==> images/final_clocks.png <==
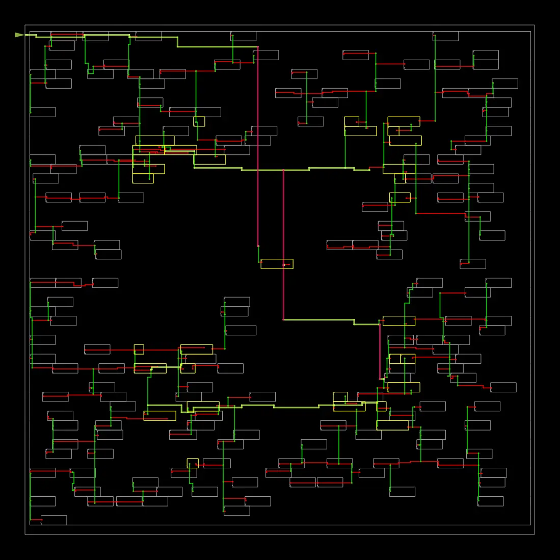
==> images/metal_stack.png <==
Bar = 50 um. Only two layers are drawn.
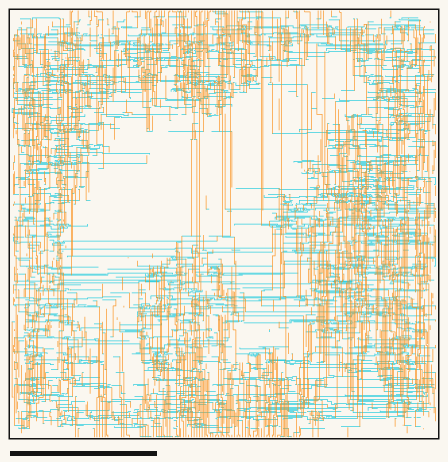
==> images/pdn.png <==
Bar = 50 um. Pins as bars on the die edge.
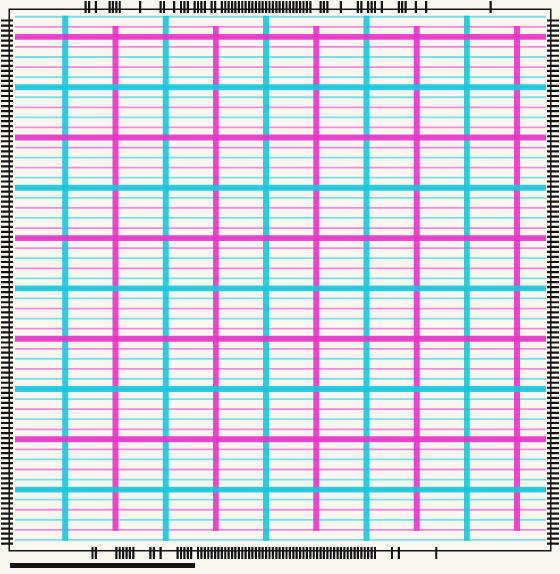
--- config.mk ---
export PLATFORM = sky130hd
export DESIGN_NAME = mem_stage
export DESIGN_NICKNAME = d
export VERILOG_FILES = /design/src/rtl/mem_stage.sv
export SDC_FILE = /design/constraint.sdc
export NUM_CORES = 1
export LEC_CHECK = 0
export ABC_CLOCK_PERIOD_IN_PS = 1900
export CAP_MARGIN = 20
export CORE_MARGIN = 1
export CORE_UTILIZATION = 39
export DETAILED_ROUTE_END_ITERATION = 10
export PLACE_DENSITY = 0.89
export RECOVER_POWER = 100
export REMOVE_ABC_BUFFERS = 1
export SYNTH_ARGS = -nofsm -noshare
export SYNTH_HDL_FRONTEND = slang
export SYNTH_SLANG_ARGS = --single-unit
export TNS_END_PERCENT = 30
--- constraint.sdc ---
create_clock -name clk -period 1.9 [get_ports clk]
set_clock_uncertainty 0.05 [all_clocks]
set_input_delay 0.38 -clock clk [delete_from_list [all_inputs] [get_ports clk]]
set_output_delay 0.38 -clock clk [all_outputs]
set_load 0.01 [all_outputs]
--- src/rtl/mem_stage.sv ---
// mem_stage: RV32I memory-access pipeline stage.
//
// Registers the ALU stage's ex2mem packet and, for loads and stores, runs one
// transaction on a req/gnt/rvalid data-memory bus before it presents the
// writeback result. Non-memory instructions leave one cycle after capture.
//
// Ports
//   clk, rst          rising-edge clock; synchronous active-high reset
//   stall_i           downstream hold: blocks capture and keeps a finished result
//   ex2mem_i          ALU packet (pc, inst32, instValid, destReg, res)
//   storeData_i       rs2 value for stores, aligned with ex2mem_i
//   stall_o           stage busy; upstream must hold its inputs
//   dmem_*            data-memory request and response bus
//   wb_*              writeback result of the held instruction
//   misalign_o        held instruction is a misaligned load or store

package mem_stage_pkg;

  typedef struct packed {
    logic [31:0] pc;
    logic [31:0] inst32;
    logic        instValid;
    logic [4:0]  destReg;
    logic [31:0] res;
  } ex2mem_pkt_t;

  typedef enum logic [1:0] {
    ST_DONE  = 2'd0,
    ST_ISSUE = 2'd1,
    ST_RESP  = 2'd2
  } state_e;

  localparam logic [6:0] OP_LOAD  = 7'b0000011;
  localparam logic [6:0] OP_STORE = 7'b0100011;

  // funct3[1:0] encodes access size: 00 byte, 01 half, 10 word.
  function automatic logic is_aligned(input logic [1:0] size, input logic [1:0] addr_lo);
    case (size)
      2'b00:   is_aligned = 1'b1;
      2'b01:   is_aligned = ~addr_lo[0];
      default: is_aligned = (addr_lo == 2'b00);
    endcase
  endfunction

endpackage

module mem_stage
  import mem_stage_pkg::*;
#(
  parameter int XLEN = 32  // only 32 is supported
) (
  input  logic            clk,
  input  logic            rst,
  input  logic            stall_i,
  input  ex2mem_pkt_t     ex2mem_i,
  input  logic [XLEN-1:0] storeData_i,
  output logic            stall_o,
  output logic            dmem_req_o,
  output logic            dmem_we_o,
  output logic [XLEN-1:0] dmem_addr_o,
  output logic [3:0]      dmem_be_o,
  output logic [XLEN-1:0] dmem_wdata_o,
  input  logic            dmem_gnt_i,
  input  logic            dmem_rvalid_i,
  input  logic [XLEN-1:0] dmem_rdata_i,
  output logic            wb_valid_o,
  output logic [XLEN-1:0] wb_pc_o,
  output logic [XLEN-1:0] wb_inst_o,
  output logic [4:0]      wb_destReg_o,
  output logic [XLEN-1:0] wb_res_o,
  output logic            misalign_o
);

  ex2mem_pkt_t     pkt_q;
  logic [XLEN-1:0] sdata_q;
  logic [XLEN-1:0] load_res_q;
  state_e          state_q, state_d;

  // Decode of the incoming packet, used only to choose the state entered on capture.
  logic in_mem, in_issue, capture;
  assign in_mem   = (ex2mem_i.inst32[6:0] == OP_LOAD) || (ex2mem_i.inst32[6:0] == OP_STORE);
  assign in_issue = ex2mem_i.instValid && in_mem
                    && is_aligned(ex2mem_i.inst32[13:12], ex2mem_i.res[1:0]);
  assign capture  = !stall_i && (state_q == ST_DONE);

  // Decode of the held instruction.
  logic [2:0] funct3;
  logic [1:0] addr_lo;
  logic       q_load, q_store, q_misalign, issuing;
  assign funct3     = pkt_q.inst32[14:12];
  assign addr_lo    = pkt_q.res[1:0];
  assign q_load     = pkt_q.instValid && (pkt_q.inst32[6:0] == OP_LOAD);
  assign q_store    = pkt_q.instValid && (pkt_q.inst32[6:0] == OP_STORE);
  assign q_misalign = (q_load || q_store) && !is_aligned(funct3[1:0], addr_lo);
  assign issuing    = (state_q == ST_ISSUE);

  // Load data: move the addressed lane down to bit 0, then extend by funct3.
  logic [XLEN-1:0] rd_shift, load_ext;
  assign rd_shift = dmem_rdata_i >> {addr_lo, 3'b000};

  always_comb begin
    // NOTE: every always_comb output gets a default first so no path can infer a latch.
    load_ext = rd_shift;
    case (funct3)
      3'b000:  load_ext = {{24{rd_shift[7]}}, rd_shift[7:0]};
      3'b001:  load_ext = {{16{rd_shift[15]}}, rd_shift[15:0]};
      3'b100:  load_ext = {24'h0, rd_shift[7:0]};
      3'b101:  load_ext = {16'h0, rd_shift[15:0]};
      default: load_ext = rd_shift;
    endcase
  end

  always_comb begin
    state_d = state_q;
    case (state_q)
      ST_DONE:  if (capture) state_d = in_issue ? ST_ISSUE : ST_DONE;
      ST_ISSUE: if (dmem_gnt_i) state_d = q_store ? ST_DONE : ST_RESP;
      ST_RESP:  if (dmem_rvalid_i) state_d = ST_DONE;
      default:  state_d = ST_DONE;
    endcase
  end

  always_ff @(posedge clk) begin
    // NOTE: the datapath registers are reset along with the state so that every
    // output, including pc/inst/res, reads zero straight after reset.
    if (rst) begin
      pkt_q      <= '0;
      sdata_q    <= '0;
      load_res_q <= '0;
      state_q    <= ST_DONE;
    end else begin
      // NOTE: non-blocking assignments keep every register update on the same
      // edge independent of statement order.
      state_q <= state_d;
      if (capture) begin
        pkt_q   <= ex2mem_i;
        sdata_q <= storeData_i;
      end
      // rvalid only counts in RESP, so a response arriving after reset is dropped.
      if (state_q == ST_RESP && dmem_rvalid_i) begin
        load_res_q <= load_ext;
      end
    end
  end

  // Bus outputs come straight from held registers, so they stay stable until gnt.
  always_comb begin
    dmem_be_o    = 4'b0000;
    dmem_wdata_o = '0;
    if (issuing) begin
      case (funct3[1:0])
        2'b00: begin
          dmem_be_o    = 4'b0001 << addr_lo;
          dmem_wdata_o = {4{sdata_q[7:0]}};
        end
        2'b01: begin
          dmem_be_o    = addr_lo[1] ? 4'b1100 : 4'b0011;
          dmem_wdata_o = {2{sdata_q[15:0]}};
        end
        default: begin
          dmem_be_o    = 4'b1111;
          dmem_wdata_o = sdata_q;
        end
      endcase
    end
  end

  assign stall_o      = (state_q != ST_DONE);
  assign dmem_req_o   = issuing;
  assign dmem_we_o    = issuing && q_store;
  assign dmem_addr_o  = issuing ? {pkt_q.res[31:2], 2'b00} : '0;

  assign wb_valid_o   = (state_q == ST_DONE) && pkt_q.instValid;
  assign wb_pc_o      = pkt_q.pc;
  assign wb_inst_o    = pkt_q.inst32;
  assign wb_destReg_o = (wb_valid_o && !q_store && !q_misalign) ? pkt_q.destReg : 5'd0;
  // A misaligned load reports its address as the result for the later trap.
  assign wb_res_o     = (q_load && !q_misalign) ? load_res_q : pkt_q.res;
  assign misalign_o   = q_misalign;

endmodule

==> run notes <==
run results: result of the run=finished, violations left, violations in the final reports=setup timing, routability-driven placement congestion ratio=0.8451, total half-perimeter wirelength after legalization and detailed placement=19550 um, Main area contributors=dfxtp_1, nand2_1, a21oi_1, buf_4, mux2_1, largest net degree at the start of global routing=79, final tally of hold violations=0, area of the multi-input gates=approximately 0.0041 sq mm, max-slew headroom at the worst pin=0.6316, max-slew violations=0, class of the tightest hold or removal check=input port to flop, standard-cell row count=52, global-route layer with the greatest usage=met2, Critical Path, Cell by Cell=nor4b_4, and3_4, nand4b_1, buf_6, buf_16, mux2_4, buf_6, Worst Path Arrival=2150 ps, H-tree depth reported by CTS=4, Chip Width=146.0 um, timing startpoint of the critical path=wb_inst_o[4], R2R depth=6, clock-cell share of area=0.04896, category of the worst setup path launch point=flop, Pleak=0.005175 uW, PwrDens=709.9 mW/mm^2, register bit total from synthesis=168, Synth logic family=simple AND/OR/NAND/NOR gates, number of multi-input combinational cells in the layout=approximately 730, number of nets still failing antenna checks after routing=0, CTS clk-pin slew, worst paths=70 ps, post-synthesis cell type with the largest instance count=nand2_1, CP top delay family=simple AND/OR/NAND/NOR gates, area of the die=0.02131 sq mm, register share after synthesis=0.4160, relative area of non-clock buffer cells in the final design=0.3139, final worst-path setup slack=-682.9 ps, length of routed wiring on met1=10760 um, number of antenna violations at the first check in global routing=1, capturing instance or port of the critical path=wb_res_o[7], most frequent CP cell=buf_6, number of tap cells added at floorplan=270, number of cells in Yosys stat=1045, warning total across the stage logs=27, tightest hold margin=238.8 ps, multi-input gate share of total cell area=0.3336, global router's overall resource usage=0.2577, count of TritonRoute iterations in the first routing pass=5, Avg Synthesized Cell Area=7.737 sq um, sequential cell area=~0.0034 sq mm, number of vias in the routed layout=a little over 8000, most common logic cells in the final layout=nand2_1, clkdlybuf4s50_1, a21oi_1, startpoint of the most critical register-to-register path=addr_lo[0], final tally of setup violations=between 100 and 150, met3 routing resource usage after global routing=0.08589, post-CTS setup buffer count=2, routed length per instance=17.58 um, critical path's largest stage delay=330 ps, summed standard-cell area reported by yosys=0.008085 sq mm, DRC marker count from the first detailed-route iteration=roughly 420, critical path fanouts, max=8, top cells by count=nand2_1, a21oi_1, dfxtp_1, buf_4, clkbuf_1, via count of the first global-routing pass=8043, Final Total Pwr=8743 uW, worst-path cell with the longest stage delay=dfxtp_2, share of the core filled with cells in the final layout=0.6068, Async SR Flop Fraction=0
## Picture notes: final_clocks.png
number of CTS-inserted buffers: 17
sequential cell count of the final layout: 168
CTS Sinks: 168

## Picture notes: metal_stack.png
layer	color	wire length
met1	cyan	10800 um
met2	orange	13900 um

## Picture notes: pdn.png
net	color
VDD	magenta
VSS	cyan
met1 rails	53
met5 straps	10
met4 straps	10
rows	52

metrics by stage:
step | cells | TNS, ps
detailed placement | 1575 | -35930
CTS | 1611 | -33540
global route | 1613 | -53180
finish | 1613 | -38820
floorplan | 904 | -500510
global placement | 1575 | -32090
report_power, final:
group	switching (uW)	total [uW]	internal, uW
logic	631	1430	796
registers	108	3790	3680
clock network	1640	3530	1890
total	2380	8740	6360
worst min-delay path by stage:
stage | cells after the start | end | start
2_1_floorplan | 2 | pkt_q[32] | pkt_q[32]
3_3_place_gp | 2 | wb_inst_o[18] | wb_inst_o[18]
3_5_place_dp | 2 | wb_pc_o[9] | wb_pc_o[9]
4_1_cts | 2 | pkt_q[27] | rst
5_1_grt | 2 | load_res_q[1] | rst
6_report | 2 | pkt_q[27] | rst
Power is estimated from default activity; no workload was simulated.
